Figure 1. Drive-strength map.
Drawn at 8 px/um.
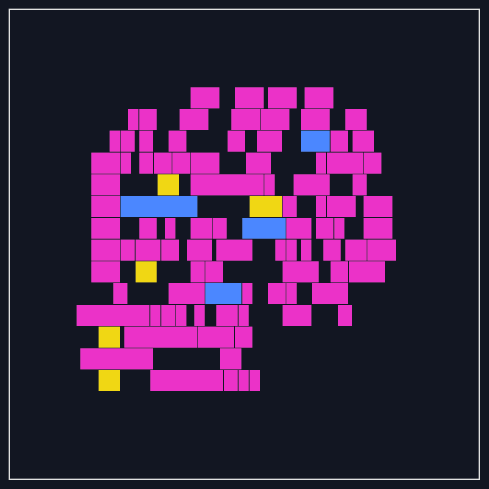
Figure 2. The metal 3 layer.
Drawn at 8 px/um.
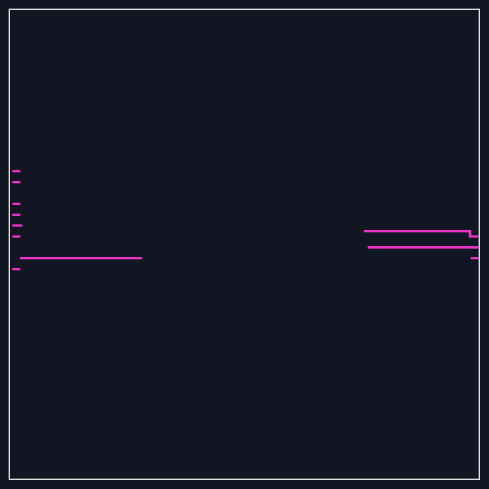
Figure 3. Wire density map.
Drawn at 6 px/um. The die is cut into 12 by 12 equal tiles; black is low, pale yellow is high, scaled to the fullest tile. Values are wire area over tile area, all layers added.
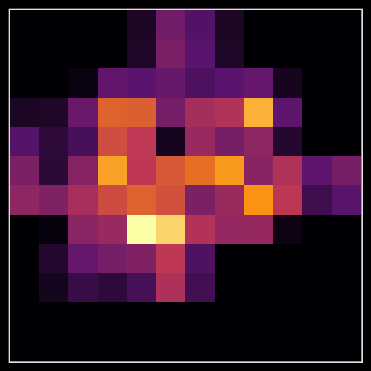
Figure 4. Sequential cells grouped by signal name.
Drawn at 6 px/um.
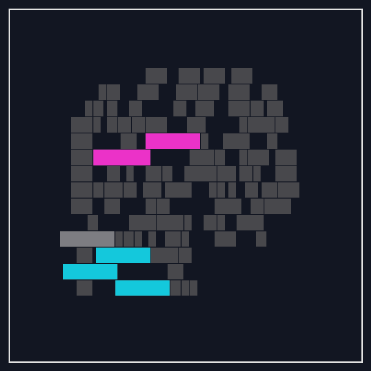
--- src/rtl/tl_burst_arbiter.sv ---
// Burst-aware round-robin grant engine for one TileLink B/D channel; payload is muxed outside via sel_o.
// Optional macro TL_BURST_ARB_FAST_GRANT_EN makes IDLE transparent (no arbitration bubble).
module tl_burst_arbiter #(
  parameter int NumInputs = 2,
  parameter int DataWidth = 64,
  parameter int SizeWidth = 3,
  parameter int MaxSize   = 6
) (
  input  logic                           clk_i,
  input  logic                           rst_ni,
  input  logic [NumInputs-1:0]           req_valid_i,
  input  logic [NumInputs*SizeWidth-1:0] req_size_i,
  input  logic [NumInputs-1:0]           req_has_data_i,
  output logic [NumInputs-1:0]           req_ready_o,
  output logic                           out_valid_o,
  input  logic                           out_ready_i,
  output logic [NumInputs-1:0]           sel_o,
  output logic                           last_o
);

  localparam int NonBurstSize = $clog2(DataWidth / 8);
  localparam int MaxBeats     = (MaxSize > NonBurstSize) ? 2 ** (MaxSize - NonBurstSize) : 1;
  localparam int LenWidth     = (MaxBeats <= 1) ? 1 : $clog2(MaxBeats);

  typedef enum logic {
    ST_IDLE   = 1'b0,
    ST_LOCKED = 1'b1
  } state_e;

  state_e                r_state, w_state_d;
  logic [LenWidth-1:0]   r_len, w_len_d;
  logic [NumInputs-1:0]  r_last, w_last_d;
  logic [NumInputs-1:0]  w_hi_mask, w_hi_valid, w_pick, w_winner;
  logic [NumInputs-1:0]  w_cur_sel;
  logic [LenWidth-1:0]   w_blen [NumInputs];
  logic [LenWidth-1:0]   w_cur_blen;
  logic                  w_any_valid, w_hs;

  // Requests strictly above the last winner get first pick; otherwise wrap to the lowest index.
  assign w_any_valid = |req_valid_i;
  assign w_hi_mask   = ~((r_last << 1) - NumInputs'(1));
  assign w_hi_valid  = req_valid_i & w_hi_mask;
  assign w_pick      = (|w_hi_valid) ? w_hi_valid : req_valid_i;
  assign w_winner    = w_pick & (~w_pick + NumInputs'(1));

  always_comb begin
    int unsigned sz;
    sz = 0;
    for (int i = 0; i < NumInputs; i++) begin
      w_blen[i] = '0;
      sz = 32'(req_size_i[i*SizeWidth +: SizeWidth]);
      if (req_has_data_i[i] && (sz > 32'(NonBurstSize))) begin
        w_blen[i] = LenWidth'((32'd1 << (sz - 32'(NonBurstSize))) - 32'd1);
      end
    end
  end

  // Handshake: a beat transfers on a clock edge where out_valid_o && out_ready_i;
  // req_ready_o mirrors out_ready_i only on the selected requester, and valid is never withdrawn by the arbiter.
  always_comb begin
    w_state_d   = r_state;
    w_len_d     = r_len;
    w_last_d    = r_last;
    w_cur_sel   = '0;
    out_valid_o = 1'b0;
    w_cur_blen  = '0;

    case (r_state)
      ST_IDLE: begin
`ifdef TL_BURST_ARB_FAST_GRANT_EN
        w_cur_sel   = w_winner;
        out_valid_o = w_any_valid;
`endif
      end
      ST_LOCKED: begin
        w_cur_sel   = r_last;
        out_valid_o = |(req_valid_i & r_last);
      end
      default: ;
    endcase

    for (int i = 0; i < NumInputs; i++) begin
      if (w_cur_sel[i]) w_cur_blen = w_cur_blen | w_blen[i];
    end

    sel_o       = w_cur_sel;
    req_ready_o = w_cur_sel & {NumInputs{out_ready_i}};
    w_hs        = out_valid_o & out_ready_i;
    last_o      = (r_len == '0) ? (w_cur_blen == '0) : (r_len == LenWidth'(1));

    if (w_hs) begin
      w_len_d = (r_len == '0) ? w_cur_blen : (r_len - LenWidth'(1));
    end

    case (r_state)
      ST_IDLE: begin
        if (w_any_valid) begin
          w_last_d = w_winner;
`ifdef TL_BURST_ARB_FAST_GRANT_EN
          // A single-beat message that completes here never needs the lock.
          if (!(w_hs && last_o)) w_state_d = ST_LOCKED;
`else
          w_state_d = ST_LOCKED;
`endif
        end
      end
      ST_LOCKED: begin
        if (w_hs && last_o) w_state_d = ST_IDLE;
      end
      default: w_state_d = ST_IDLE;
    endcase
  end

  always_ff @(posedge clk_i or negedge rst_ni) begin
    if (!rst_ni) begin
      r_state <= ST_IDLE;
      r_len   <= '0;
      r_last  <= NumInputs'(1) << (NumInputs - 1);
    end else begin
      r_state <= w_state_d;
      r_len   <= w_len_d;
      r_last  <= w_last_d;
    end
  end

`ifndef SYNTHESIS
  for (genvar g = 0; g < NumInputs; g++) begin : g_size_chk
    size_within_max: assert property (@(posedge clk_i) disable iff (!rst_ni)
      req_valid_i[g] |-> (32'(req_size_i[g*SizeWidth +: SizeWidth]) <= 32'(MaxSize)));
  end
`endif

endmodule

--- config.mk ---
export PLATFORM = sky130hd
export DESIGN_NAME = tl_burst_arbiter
export DESIGN_NICKNAME = d
export VERILOG_FILES = /design/src/rtl/tl_burst_arbiter.sv
export SDC_FILE = /design/constraint.sdc
export NUM_CORES = 1
export LEC_CHECK = 0
export ABC_AREA = 0
export CELL_PAD_IN_SITES_DETAIL_PLACEMENT = 0
export CELL_PAD_IN_SITES_GLOBAL_PLACEMENT = 1
export CORE_MARGIN = 8
export CORE_UTILIZATION = 35
export CTS_BUF_LIST = sky130_fd_sc_hd__clkbuf_4 sky130_fd_sc_hd__clkbuf_8 sky130_fd_sc_hd__clkbuf_16
export DETAILED_ROUTE_END_ITERATION = 16
export PLACE_DENSITY = 0.86
export SKIP_CTS_REPAIR_TIMING = 1
export SLEW_MARGIN = 20
export SYNTH_ARGS = -nofsm -noshare
export SYNTH_HDL_FRONTEND = slang
export SYNTH_SLANG_ARGS = --single-unit
export TNS_END_PERCENT = 20
--- constraint.sdc ---
create_clock -name clk_i -period 7.3 [get_ports clk_i]
set_input_delay 1.095 -clock clk_i [delete_from_list [all_inputs] [get_ports clk_i]]
set_output_delay 1.095 -clock clk_i [all_outputs]
set_load 0.005 [all_outputs]
==> out/qor.csv <==
stage;metric;value;unit
synth;post-synthesis instance area;634;um^2
synth;list of most frequent post-synthesis cells;11 x sky130_fd_sc_hd__nand2_1, 8 x sky130_fd_sc_hd__ha_1, 7 x sky130_fd_sc_hd__a21oi_1, 6 x sky130_fd_sc_hd__inv_1, 6 x sky130_fd_sc_hd__nand2b_1;
global_routing;wire length of the first global-routing pass;2.74;mm
synth;Post-Syn Nets;98;
power;power of the combinational group;151;uW
power;total internal power;158;uW
cells_and_area;post-layout instance area;876;um^2
final_timing;number of pins with negative max-slew slack in the final report;0;
worst_setup_path;R2R Path Start;r_len[0];
min_path;WHS Path Cells;1;
job;reported max-cap violation count;0;
worst_setup_path;Critical Path End;last_o;
worst_setup_path;Reg2Reg Setup Slack;5620;ps
synth;Largest logic family;simple AND/OR/NAND/NOR gates;
synth;number of distinct standard cells referenced by the synthesized netlist;30;
floorplan;IO Pins;19;
cells_and_area;non-clock inverter count;6;
cells_and_area;share of final-layout standard cells stronger than drive strength 1;9.09;%
power;Clk power;37.1;uW
cells_and_area;total area of multi-input combinational cells;460;um^2
power;fraction of power consumed by sequential logic;26.5;%
place;Placed Instance Area;846;um^2
detailed_routing;Routed Antenna Nets;0;
place;pre-CTS worst setup slack;2150;ps
cells_and_area;clock network share of area;3.43;%
synth;area fraction in mux cells;3.16;%
synth;dominant cell by count in the synthesized netlist;sky130_fd_sc_hd__nand2_1;
clocking;H-tree level count;1;
final_timing;Setup-failing EPs final;0;
worst_setup_path;worst setup path class;in -> out;
detailed_routing;total met2 wirelength after detailed routing;728;um
synth;cell count listed in synth_stat.txt;77;
synth;area share of the largest cell type after synthesis;19.7;%
worst_setup_path;reg-to-reg critical path endpoint;r_state;
synth;number of flops mapped to enable cells by yosys;0;
cells_and_area;biggest regs;r_len x3, r_last x2, r_state x1;
clocking;clk sink count;6;
global_routing;met2 layer usage reported by global route;16.4;%
synth;Synth area leaders;sky130_fd_sc_hd__dfrtp_1 20%, sky130_fd_sc_hd__ha_1 16%, sky130_fd_sc_hd__nand2_1 6.5%, sky130_fd_sc_hd__nand2b_1 5.9%, sky130_fd_sc_hd__a21oi_1 5.5%;
final_timing;sum of negative setup slack;0;ps
clocking;clock tree from TritonCTS;yes;
clocking;root buffer selected by CTS;sky130_fd_sc_hd__clkbuf_4;
run_status;result of the run;complete, no violations;
detailed_routing;Met1 Routed Length;718;um
cells_and_area;final standard cell count with taps included and fillers excluded;124;
cells_and_area;combinational gates;65;
floorplan;Row Count;15;
worst_setup_path;Top delay family on crit path;buffers and inverters;
clocking;number of buffers created by CTS;3;
floorplan;Die Height;58.6;um
global_routing;pin count of the biggest net entering global routing;11;
synth;ao+oa area frac;20.9;%
synth;async set-reset flop share out of synthesis;100;%
power;dominant power group;combinational cells;
detailed_routing;First-pass DRT Iterations;2;
place;number of input and output port buffers inserted;18;
cells_and_area;number of nets at the end of the flow;121;
cells_and_area;top library cells by usage in the layout, fill and taps aside;18 x sky130_fd_sc_hd__clkdlybuf4s50_1, 11 x sky130_fd_sc_hd__nand2_1, 8 x sky130_fd_sc_hd__ha_1;
power;net switching power;97.3;uW
worst_setup_path;arrival time at the worst endpoint;4060;ps
power;combinational power share;59.0;%
synth;Warnings, synthesis;0;
synth;library cell occupying the most area in the post-synthesis netlist;sky130_fd_sc_hd__dfrtp_1;
clocking;Clock transition at path regs;50;ps
cells_and_area;combinational fraction of the cell area;52.6;%
power;Clk pwr share;14.5;%
Back to the opening pictures, Figure 1:
[yellow] drive 3 to 4 | cells: 5 | share: 5.1% | most used: clkbuf_4
[magenta] drive 1 or less | cells: 90 | share: 91% | most used: clkdlybuf4s50_1
[blue] drive 2 | cells: 4 | share: 4.0%
bufs w/o clock: 18
area added between synthesis and finish: 38.1%
minimum setup slack in the final design: 2150 ps

Back to the opening pictures, Figure 2:
longest straight run: 14.9 um
wire length on this layer: 49.0 um
overall routed net length: 1.50 mm
GR Util met3: 2.61%
routed vias: 612

Back to the opening pictures, Figure 3:
mean over tiles: 0.067
densest ninth of the die: centre
fullest tile: 0.35
tiles over half the peak: 11%
emptiest ninth of the die: lower right
overall global routing resource usage: 9.96%
Wirelength per Cell: 12.1 um

Back to the opening pictures, Figure 4:
[cyan] `r_len` | placed flops: 3
[magenta] `r_last` | placed flops: 2
not coloured: 1
register cell area after layout: 151 um^2
post-route core utilization: 51.3%
sequential share of cell area: 17.3%
power drawn by the sequential cells: 67.7 uW

Power is estimated from default activity; no workload was simulated.
